==> src/rtl/operand_fetch_stage.sv <==
// Register file, busy scoreboard and operand issue register
// feeding the 3-bit-func ALU through a valid/ready handshake.
module operand_fetch_stage #(
  parameter int n    = 16,
  parameter int REGS = 8,
  parameter int AW   = 3
) (
  input  logic          clk,
  input  logic          rst,
  input  logic          issue_valid,
  output logic          issue_ready,
  input  logic [AW-1:0] sel_i,
  input  logic [AW-1:0] sel_j,
  input  logic [2:0]    func_in,
  input  logic [AW-1:0] dst,
  input  logic          dst_en,
  output logic [n-1:0]  ri,
  output logic [n-1:0]  rj,
  output logic [2:0]    func,
  output logic          op_valid,
  input  logic          op_ready,
  input  logic          wb_valid,
  input  logic [AW-1:0] wb_addr,
  input  logic [n-1:0]  wb_data,
  output logic          illegal
);

  logic [n-1:0]   rf_q [REGS];
  logic [REGS-1:0] busy_q, busy_d;
  logic [n-1:0]   ri_q, ri_d;
  logic [n-1:0]   rj_q, rj_d;
  logic [2:0]     func_q, func_d;
  logic           op_valid_q, op_valid_d;
  logic           illegal_q, illegal_d;

  logic           wb_we;
  logic           fwd_i, fwd_j;
  logic           stall_i, stall_j;
  logic [n-1:0]   rd_i, rd_j;
  logic           free;
  logic           accept;
  logic           legal;
  logic           acc_ok, acc_bad;

  assign wb_we = wb_valid && (wb_addr != '0);
  assign fwd_i = wb_we && (wb_addr == sel_i);
  assign fwd_j = wb_we && (wb_addr == sel_j);

  // Source read with R0 tie-off and same-cycle write-back bypass
  always_comb begin
    rd_i = '0;
    rd_j = '0;
    if (sel_i != '0) rd_i = fwd_i ? wb_data : rf_q[sel_i];
    if (sel_j != '0) rd_j = fwd_j ? wb_data : rf_q[sel_j];
  end

  // A forwarded source is never a hazard; busy[0] is never set
  assign stall_i = busy_q[sel_i] && !fwd_i;
  assign stall_j = busy_q[sel_j] && !fwd_j;

  assign free        = !op_valid_q || op_ready;
  assign issue_ready = free && !stall_i && !stall_j;
  assign accept      = issue_valid && issue_ready;
  assign legal       = func_in <= 3'd5;
  assign acc_ok      = accept && legal;
  assign acc_bad     = accept && !legal;

  // Scoreboard next state: a new writer's set beats a write-back clear
  always_comb begin
    busy_d = busy_q;
    if (wb_we) busy_d[wb_addr] = 1'b0;
    if (acc_ok && dst_en && (dst != '0)) busy_d[dst] = 1'b1;
  end

  // Operand register next state: load, drop illegal, drain or hold
  always_comb begin
    ri_d       = ri_q;
    rj_d       = rj_q;
    func_d     = func_q;
    op_valid_d = op_valid_q;
    illegal_d  = acc_bad;
    unique case (1'b1)
      acc_ok: begin
        ri_d       = rd_i;
        rj_d       = rd_j;
        func_d     = func_in;
        op_valid_d = 1'b1;
      end
      acc_bad: op_valid_d = 1'b0;
      default: if (op_ready) op_valid_d = 1'b0;
    endcase
  end

  // Register file write port
  always_ff @(posedge clk or negedge rst) begin
    if (!rst) begin
      for (int k = 0; k < REGS; k++) rf_q[k] <= '0;
    end else if (wb_we) begin
      rf_q[wb_addr] <= wb_data;
    end
  end

  // Busy scoreboard
  always_ff @(posedge clk or negedge rst) begin
    if (!rst) busy_q <= '0;
    else      busy_q <= busy_d;
  end

  // Issue register towards the ALU
  always_ff @(posedge clk or negedge rst) begin
    if (!rst) begin
      ri_q       <= '0;
      rj_q       <= '0;
      func_q     <= 3'b000;
      op_valid_q <= 1'b0;
      illegal_q  <= 1'b0;
    end else begin
      ri_q       <= ri_d;
      rj_q       <= rj_d;
      func_q     <= func_d;
      op_valid_q <= op_valid_d;
      illegal_q  <= illegal_d;
    end
  end

  assign ri       = ri_q;
  assign rj       = rj_q;
  assign func     = func_q;
  assign op_valid = op_valid_q;
  assign illegal  = illegal_q;

endmodule

==> config.mk <==
export PLATFORM = sky130hd
export DESIGN_NAME = operand_fetch_stage
export DESIGN_NICKNAME = d
export VERILOG_FILES = /design/src/rtl/operand_fetch_stage.sv
export SDC_FILE = /design/constraint.sdc
export NUM_CORES = 1
export LEC_CHECK = 0
export CAP_MARGIN = 10
export CORE_MARGIN = 1.5
export CORE_UTILIZATION = 30
export DETAILED_ROUTE_END_ITERATION = 12
export PLACE_DENSITY = 0.44
export SYNTH_ARGS = -nofsm -noshare
export SYNTH_HDL_FRONTEND = slang
export SYNTH_SLANG_ARGS = --single-unit
==> constraint.sdc <==
create_clock -name clk -period 6.1 [get_ports clk]
set_input_delay 0.915 -clock clk [delete_from_list [all_inputs] [get_ports clk]]
set_output_delay 0.915 -clock clk [all_outputs]
set_load 0.01 [all_outputs]
==> images/met1.png <==
Bar = 50 um.
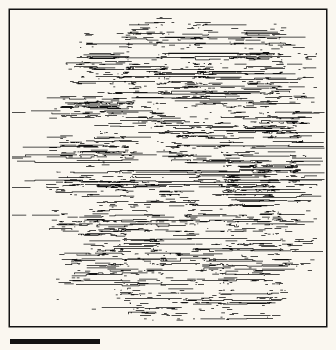
The layer holds 45% of the routed length. 645 nets have wire on it.
grt met1 use: 22.2%
detailed-route wire length: 24,000 um
total number of vias: 5,413

==> images/met2.png <==
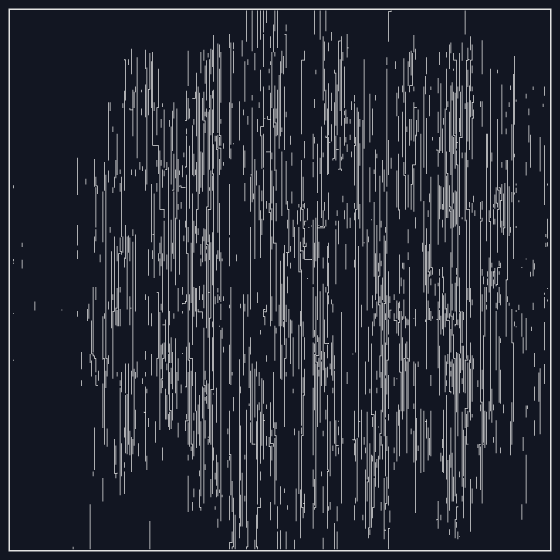
The layer carries 12,000 um of wire. 625 nets have wire on it.
met2 capacity usage during global routing: 27.8%

==> images/met3.png <==
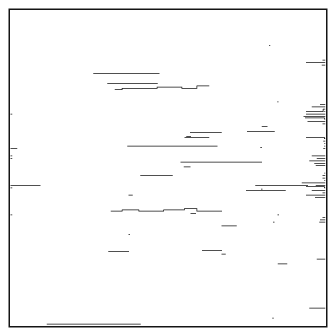
The wires run mostly horizontal. The layer holds 3.0% of the routed length. The longest straight run is 51.8 um.

==> images/final_congestion.png <==
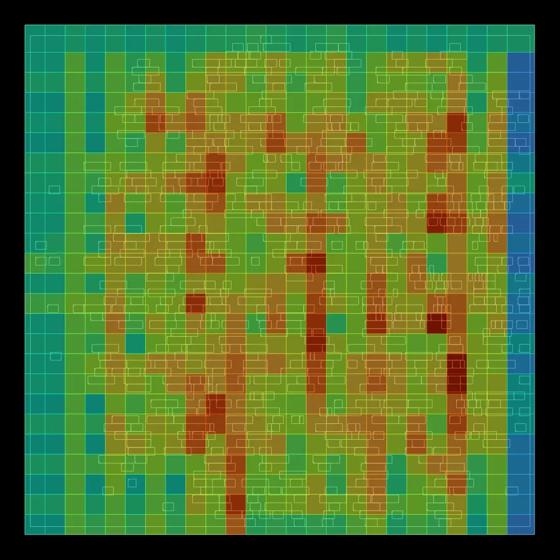
fin util: 36.5%
total global-route track usage: 16.7%
WL/cell: 22.6 um
Most Crowded Layer GR: met2
grt met3 use: 2.85%

[metrics by stage]
stage | util, % | worst slack [ns] | instance area, sq um | hold WS [ns] | power, mW
global placement | 34.5 | 1.75 | 9970 | 0.377 | 2.63
detailed placement | 34.5 | 1.69 | 9970 | 0.383 | 2.68
global route | 36.5 | 1.57 | 10600 | 0.414 | 3.92
CTS | 36.5 | 1.71 | 10600 | 0.399 | 3.77
finish | 36.5 | 1.71 | 10600 | 0.395 | 3.71
floorplan | - | 3.32 | 8870 | 0.441 | 2.21
[flip-flops by register name, summed over array words and instances (netlist names)]
signal and count:
rj 16, illegal 1, func 3, ri 16, op_valid 1, rf_q 128, busy_q 8
[routing by layer]
metal / track usage, % / part of all wire (%)
met5: 0 / 0
met1: 22.2 / 45
met3: 2.85 / 3.0
met2: 27.8 / 50
met4: 5.09 / 1.5
==> flow_summary.toml <==
# physical design summary
[run_status]
status = "finished clean"

[synthesis]
netlist.area_leader.share_pct = 48.8
synth-async-reset-ratio_pct = 100
numSynthFlops = 173
ys_cells = 614
flop_cell = "dfrtp_1"
logic_family = "multiplexers"
synth_warnings = 0
edf_count = 0

[layout]
clock_cell_area_share_pct = 5.48
nFlopsAndLatches = 173
drive_gt1_share_pct = 39.9
dominant_cells = "sequential cells"
final_cell_mix = "173 x dfrtp_1, 141 x mux2_2, 69 x clkdlybuf4s50_1"
fin_cells = 1060

[clock_tree]
h-tree-depth = 4
cts_tree = "done"
postCtsSetupRepairBufs = 0
cts.sinks = 173

[floorplanning]
die-area_sq_um = 30600

[final_timing]
fin_crit_sh_pct = 72.0
maxSlewViolCount = 0
fin_crit_ns = 4.39

[worst_setup_path]
worstRegToRegCells = 5
cp_top_family = "buffers and inverters"
crit_required_ns = 5.18

[job]
tool_warnings = 26
maxCapViolCount = 0

[power]
power_density_nw_per_um2 = 351
sequentialPowerShare_pct = 43.6
vdd_drop_max_mv = 0.186
clockPowerShare_pct = 28.9

[detailed_routing]
antenna_left = 0

[global_routing]
grt_max_degree = 72
Power is estimated from default activity; no workload was simulated.
